## config.mk

```make
export PLATFORM = sky130hd
export DESIGN_NAME = hwpe_stream_skid_slice_flat
export DESIGN_NICKNAME = d
export VERILOG_FILES = /design/src/rtl/hwpe_stream_skid_slice_pkg.sv /design/src/rtl/hwpe_stream_skid_slice_if.sv /design/src/rtl/hwpe_stream_skid_slice.sv /design/src/flat_wrapper.sv
export SDC_FILE = /design/constraint.sdc
export NUM_CORES = 1
export LEC_CHECK = 0
export CAP_MARGIN = 10
export CORE_ASPECT_RATIO = 1.4
export CORE_MARGIN = 2
export CORE_UTILIZATION = 51
export DETAILED_ROUTE_END_ITERATION = 6
export PLACE_DENSITY = 0.88
export SLEW_MARGIN = 0
export SYNTH_ARGS = -nofsm -noshare
export SYNTH_HDL_FRONTEND = slang
export SYNTH_SLANG_ARGS = --single-unit
```

## constraint.sdc

```tcl
create_clock -name clk_i -period 7.6 [get_ports clk_i]
set_input_delay 1.14 -clock clk_i [delete_from_list [all_inputs] [get_ports clk_i]]
set_output_delay 1.14 -clock clk_i [all_outputs]
set_load 0.1 [all_outputs]
```

## src/rtl/hwpe_stream_skid_slice_pkg.sv

```systemverilog
// Shared HWPE stream definitions: slice occupancy states and an occupancy helper,
// reused by the skid slice and sibling buffers.
package hwpe_stream_package;

  // Encoding mirrors {skid_valid, main_valid}; 2'b10 is unreachable.
  typedef enum logic [1:0] {
    SLICE_EMPTY = 2'b00,
    SLICE_ONE   = 2'b01,
    SLICE_TWO   = 2'b11
  } slice_state_e;

  function automatic logic [1:0] slice_count(input logic skid_valid, input logic main_valid);
    return {1'b0, skid_valid} + {1'b0, main_valid};
  endfunction

endpackage

```

## src/rtl/hwpe_stream_skid_slice_if.sv

```systemverilog
// HWPE stream bundle: valid/ready handshake carrying a data word and byte strobes.
interface hwpe_stream_intf_stream #(
  parameter int unsigned DATA_WIDTH = 32
);
  localparam int unsigned STRB_WIDTH = DATA_WIDTH / 8;

  logic                  valid;
  logic                  ready;
  logic [DATA_WIDTH-1:0] data;
  logic [STRB_WIDTH-1:0] strb;

  modport source (output valid, output data, output strb, input  ready);
  modport sink   (input  valid, input  data, input  strb, output ready);
  modport master (output valid, output data, output strb, input  ready);
  modport slave  (input  valid, input  data, input  strb, output ready);
endinterface

```

## src/rtl/hwpe_stream_skid_slice.sv

```systemverilog
// Two-entry register slice: main register drives the output, skid register absorbs
// the beat accepted while the output stalls, so every output is a flop.
module hwpe_stream_skid_slice
  import hwpe_stream_package::*;
#(
  parameter int unsigned DATA_WIDTH = 32
) (
  input  logic                   clk_i,
  input  logic                   rst_i,
  hwpe_stream_intf_stream.sink   push_i,
  hwpe_stream_intf_stream.source pop_o,
  output logic [1:0]             occupancy_o
);
  localparam int unsigned STRB_WIDTH = DATA_WIDTH / 8;

  logic                  main_valid_q, main_valid_d;
  logic [DATA_WIDTH-1:0] main_data_q,  main_data_d;
  logic [STRB_WIDTH-1:0] main_strb_q,  main_strb_d;
  logic                  skid_valid_q, skid_valid_d;
  logic [DATA_WIDTH-1:0] skid_data_q,  skid_data_d;
  logic [STRB_WIDTH-1:0] skid_strb_q,  skid_strb_d;

  slice_state_e state;
  logic         push_ready;
  logic         push;
  logic         pop;

  assign state      = slice_state_e'({skid_valid_q, main_valid_q});
  // Ready depends only on a flop and reset, never on the downstream ready.
  assign push_ready = !skid_valid_q && !rst_i;
  assign push       = push_i.valid && push_ready;
  assign pop        = main_valid_q && pop_o.ready;

  always_comb begin
    main_valid_d = main_valid_q;
    main_data_d  = main_data_q;
    main_strb_d  = main_strb_q;
    skid_valid_d = skid_valid_q;
    skid_data_d  = skid_data_q;
    skid_strb_d  = skid_strb_q;
    case (state)
      SLICE_EMPTY: begin
        if (push) begin
          main_valid_d = 1'b1;
          main_data_d  = push_i.data;
          main_strb_d  = push_i.strb;
        end
      end
      SLICE_ONE: begin
        if (push && pop) begin
          main_data_d = push_i.data;
          main_strb_d = push_i.strb;
        end else if (push) begin
          skid_valid_d = 1'b1;
          skid_data_d  = push_i.data;
          skid_strb_d  = push_i.strb;
        end else if (pop) begin
          main_valid_d = 1'b0;
        end
      end
      SLICE_TWO: begin
        if (pop) begin
          main_data_d  = skid_data_q;
          main_strb_d  = skid_strb_q;
          skid_valid_d = 1'b0;
        end
      end
      default: begin
      end
    endcase
  end

  always_ff @(posedge clk_i) begin
    if (rst_i) begin
      main_valid_q <= 1'b0;
      skid_valid_q <= 1'b0;
    end else begin
      main_valid_q <= main_valid_d;
      skid_valid_q <= skid_valid_d;
    end
    main_data_q <= main_data_d;
    main_strb_q <= main_strb_d;
    skid_data_q <= skid_data_d;
    skid_strb_q <= skid_strb_d;
  end

  assign push_i.ready = push_ready;
  assign pop_o.valid  = main_valid_q;
  assign pop_o.data   = main_data_q;
  assign pop_o.strb   = main_strb_q;
  assign occupancy_o  = slice_count(skid_valid_q, main_valid_q);

`ifndef SYNTHESIS
  assert property (@(posedge clk_i)
      (DATA_WIDTH % 8 == 0) && ($bits(push_i.data) == DATA_WIDTH) &&
      ($bits(pop_o.data) == DATA_WIDTH) && ($bits(push_i.strb) == STRB_WIDTH) &&
      ($bits(pop_o.strb) == STRB_WIDTH))
    else $error("stream width mismatch");

  assert property (@(posedge clk_i) disable iff (rst_i) !(skid_valid_q && !main_valid_q))
    else $error("skid valid without main valid");

  assert property (@(posedge clk_i) disable iff (rst_i)
      (pop_o.valid && !pop_o.ready) |=> ($stable(pop_o.data) && $stable(pop_o.strb)))
    else $error("pop payload changed while stalled");
`endif

endmodule
```

## src/flat_wrapper.sv

```systemverilog
// flat-port wrapper written by rule: the top's interface ports become plain ports
module hwpe_stream_skid_slice_flat import hwpe_stream_package::*;
#(
  parameter int unsigned DATA_WIDTH = 32
)
  (clk_i, rst_i, occupancy_o, push_i_valid, push_i_data, push_i_strb, push_i_ready, pop_o_valid, pop_o_data, pop_o_strb, pop_o_ready);
  hwpe_stream_intf_stream #(.DATA_WIDTH(DATA_WIDTH)) push_i_i ();
  hwpe_stream_intf_stream #(.DATA_WIDTH(DATA_WIDTH)) pop_o_i ();
  input  logic clk_i;
  input  logic rst_i;
  output logic [1:0] occupancy_o;
  input wire logic [$bits(push_i_i.valid)-1:0] push_i_valid;
  input wire logic [$bits(push_i_i.data)-1:0] push_i_data;
  input wire logic [$bits(push_i_i.strb)-1:0] push_i_strb;
  output wire logic [$bits(push_i_i.ready)-1:0] push_i_ready;
  output wire logic [$bits(pop_o_i.valid)-1:0] pop_o_valid;
  output wire logic [$bits(pop_o_i.data)-1:0] pop_o_data;
  output wire logic [$bits(pop_o_i.strb)-1:0] pop_o_strb;
  input wire logic [$bits(pop_o_i.ready)-1:0] pop_o_ready;
  assign push_i_i.valid = push_i_valid;
  assign push_i_i.data = push_i_data;
  assign push_i_i.strb = push_i_strb;
  assign push_i_ready = push_i_i.ready;
  assign pop_o_valid = pop_o_i.valid;
  assign pop_o_data = pop_o_i.data;
  assign pop_o_strb = pop_o_i.strb;
  assign pop_o_i.ready = pop_o_ready;
  hwpe_stream_skid_slice #(.DATA_WIDTH(DATA_WIDTH)) u_core (.clk_i(clk_i), .rst_i(rst_i), .push_i(push_i_i), .pop_o(pop_o_i), .occupancy_o(occupancy_o));
endmodule
```

==> impl_metrics.ini <==
; generated from flow reports
[status]
status = finished clean

[final_layout]
comb_area_frac = 0.151
nNetsFinal = 267
seq-cell-share = 0.574
finish.instance_area_um2 = 3840
fillers = 319
finish.utilization = 0.733
inverters = 3
comb_cells = 55
nClkBuffers = 11
syn_to_final_growth_pct = 37.0
final_layout_top_logic_cells = 79 x clkdlybuf4s50_1, 72 x edfxtp_1, 32 x mux2_2
layout_top_cell = clkdlybuf4s50_1
n_antenna_cell = 0
dominant_cells = sequential cells
seqCellArea_um2 = 2200

[clocking]
htreeDepth = 3
hold_buffers = 0
cts-root-buf = clkbuf_8
cts_tree = built
clk_latency_ps = 340
path_clk_slew_ps = 70
post_cts_buffers = 0
clockBufferDepth = 2

[yosys]
area_leaders = edfxtp_1 77%, mux2_2 13%, ha_1 1.8%
synthCells = 136
synthXorXnorAreaFrac = 0
synth_flops = 74
edf_count = 72
ys_area_um2 = 2800
fp_nets = 180
synth_top_area_share = 0.772
ys_sh_adder = 0.0179
ys.flop_type = edfxtp_1
logic_family = multiplexers
synthArstFlopShare = 0
ys_types = 20
synth-simple-area-share = 0.0237
compound_area_frac = 0.0152
avgSynthCellArea_um2 = 20.6
synth_seq_share = 0.786
mux_area_frac = 0.145
syn_area_um2 = 2800

[worst_setup_path]
endpoint_kind = output pin
max_stage_delay_ps = 1290
path_class = flip-flop to output pin
setup.worst_path.start_class = flip-flop
cp.required_ps = 6460
critPathBufInv = 1

[placed_design]
gp_congestion = 0.754
placed_cells = 278
placed_cell_area_um2 = 3670
preCtsSetupSlack_ps = 3560
dp_hpwl_mm = 3.40

[floorplanning]
die_y_um = 91.7
io-pin-count = 80
core_um2 = 5240
fp_util = 0.535
chip_area_um2 = 6110

[final_timing]
hold_violations = 0
period_minus_slack_ps = 4150
finClkSkew_ps = 6.00
finalMaxSlewViolations = 0
timing.fmax_mhz = 241
rsz0062_at_grt = no
setup_violations = 0
finalSetupTns_ps = 0
fin_crit_sh = 0.545
slew_headroom = 0.329
timing.final.ws_setup_ps = 3450
whs_ps = 545

[grt]
antenna_found_initial = 0
track_usage = 0.176
grt.overflow.total = 0
grt_pass1_wl_mm = 7.70

[route]
viasPerCell = 5.11
ant_nets = 0
top_layer_used = met4
post-route-drc-count = 0
detail_route.first_pass.iterations = 4
via_count = 1501
wl_per_cell_um = 17.0
met2_length_mm = 2.74
met1Wirelength_mm = 1.91

[pwr]
pg_seq_mw = 0.494
top_power_group = registers
p_clk_frac = 0.243
p_seq_frac = 0.478
power.leakage_nw = 1.27
intPower_mw = 0.673
comb_power_share = 0.279
p_per_area_nw_per_um2 = 269
p_switching_mw = 0.360
comb-power_mw = 0.288

[worst_hold_path]
hold_class = flip-flop to flip-flop

[run]
drv_cap = 0
-- per-layer routing --
metal / GRT usage / vias up
met3: 0.0245 / 11
met4: 0.102 / 0
met1: 0.200 / 719
met5: 0 / -
met2: 0.306 / 57
li1: - / 714
-- worst paths after layout --
path	start	to	slack, ps	cells after the start
min reg2reg	u_core.skid_data_q[16]	u_core.pop_o.data[16]	550	1
max reg2reg	u_core.skid_valid_q	u_core.pop_o.data[9]	5430	3
max	u_core.skid_valid_q	occupancy_o[1]	3450	2
min	u_core.skid_data_q[16]	u_core.pop_o.data[16]	550	1
-- worst reg2reg max path, stage by stage, from the launching register on --
cell and delay, ps:
dfxtp_1 470, ha_2 900, a2111oi_4 170, buf_4 340
Figure 1. Signal wires on met1.
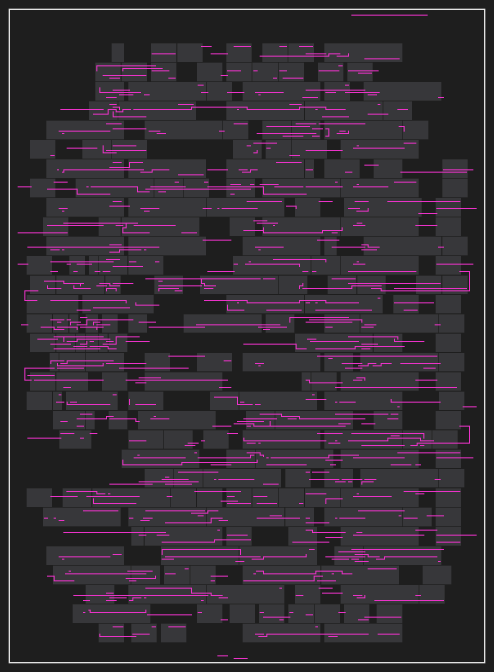
wire length on this layer: 1,910 um
longest straight run: 18.9 um

Figure 2. Metal 2.
Scale bar: 20 um.
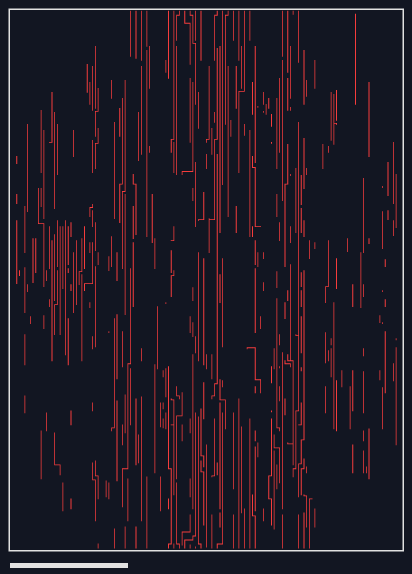
longest straight run: 49.0 um
share of all routed wire: 55%
wire length on this layer: 2,740 um
main direction: vertical

Figure 3. M3 wires.
Scale bar: 20 um.
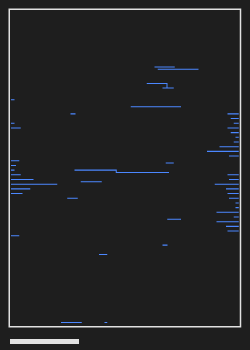
wire length on this layer: 205 um
main direction: horizontal
nets with wire on the layer: 42
share of all routed wire: 4.1%

Figure 4. Clock wiring as the flow saved it.
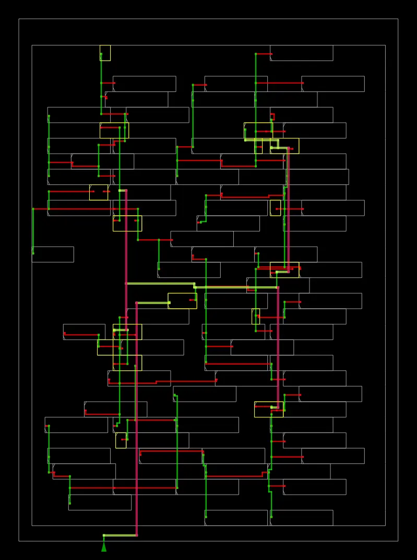
Num CTS Buffers: 9
sequential cells: 74

Figure 5. Routed metal per tile.
Scale bar: 20 um. The die is cut into 13 by 18 equal tiles; dark purple is low, yellow is high, scaled to the fullest tile. Values are wire area over tile area, all layers added.
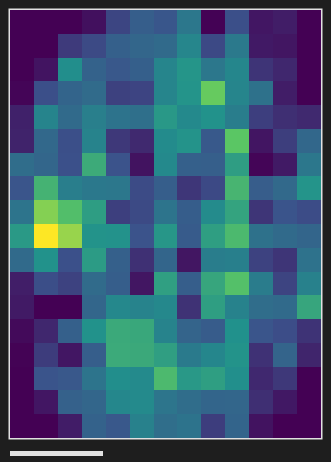
mean over tiles: 0.13
nearly empty tiles: 10%
fullest tile: 0.42

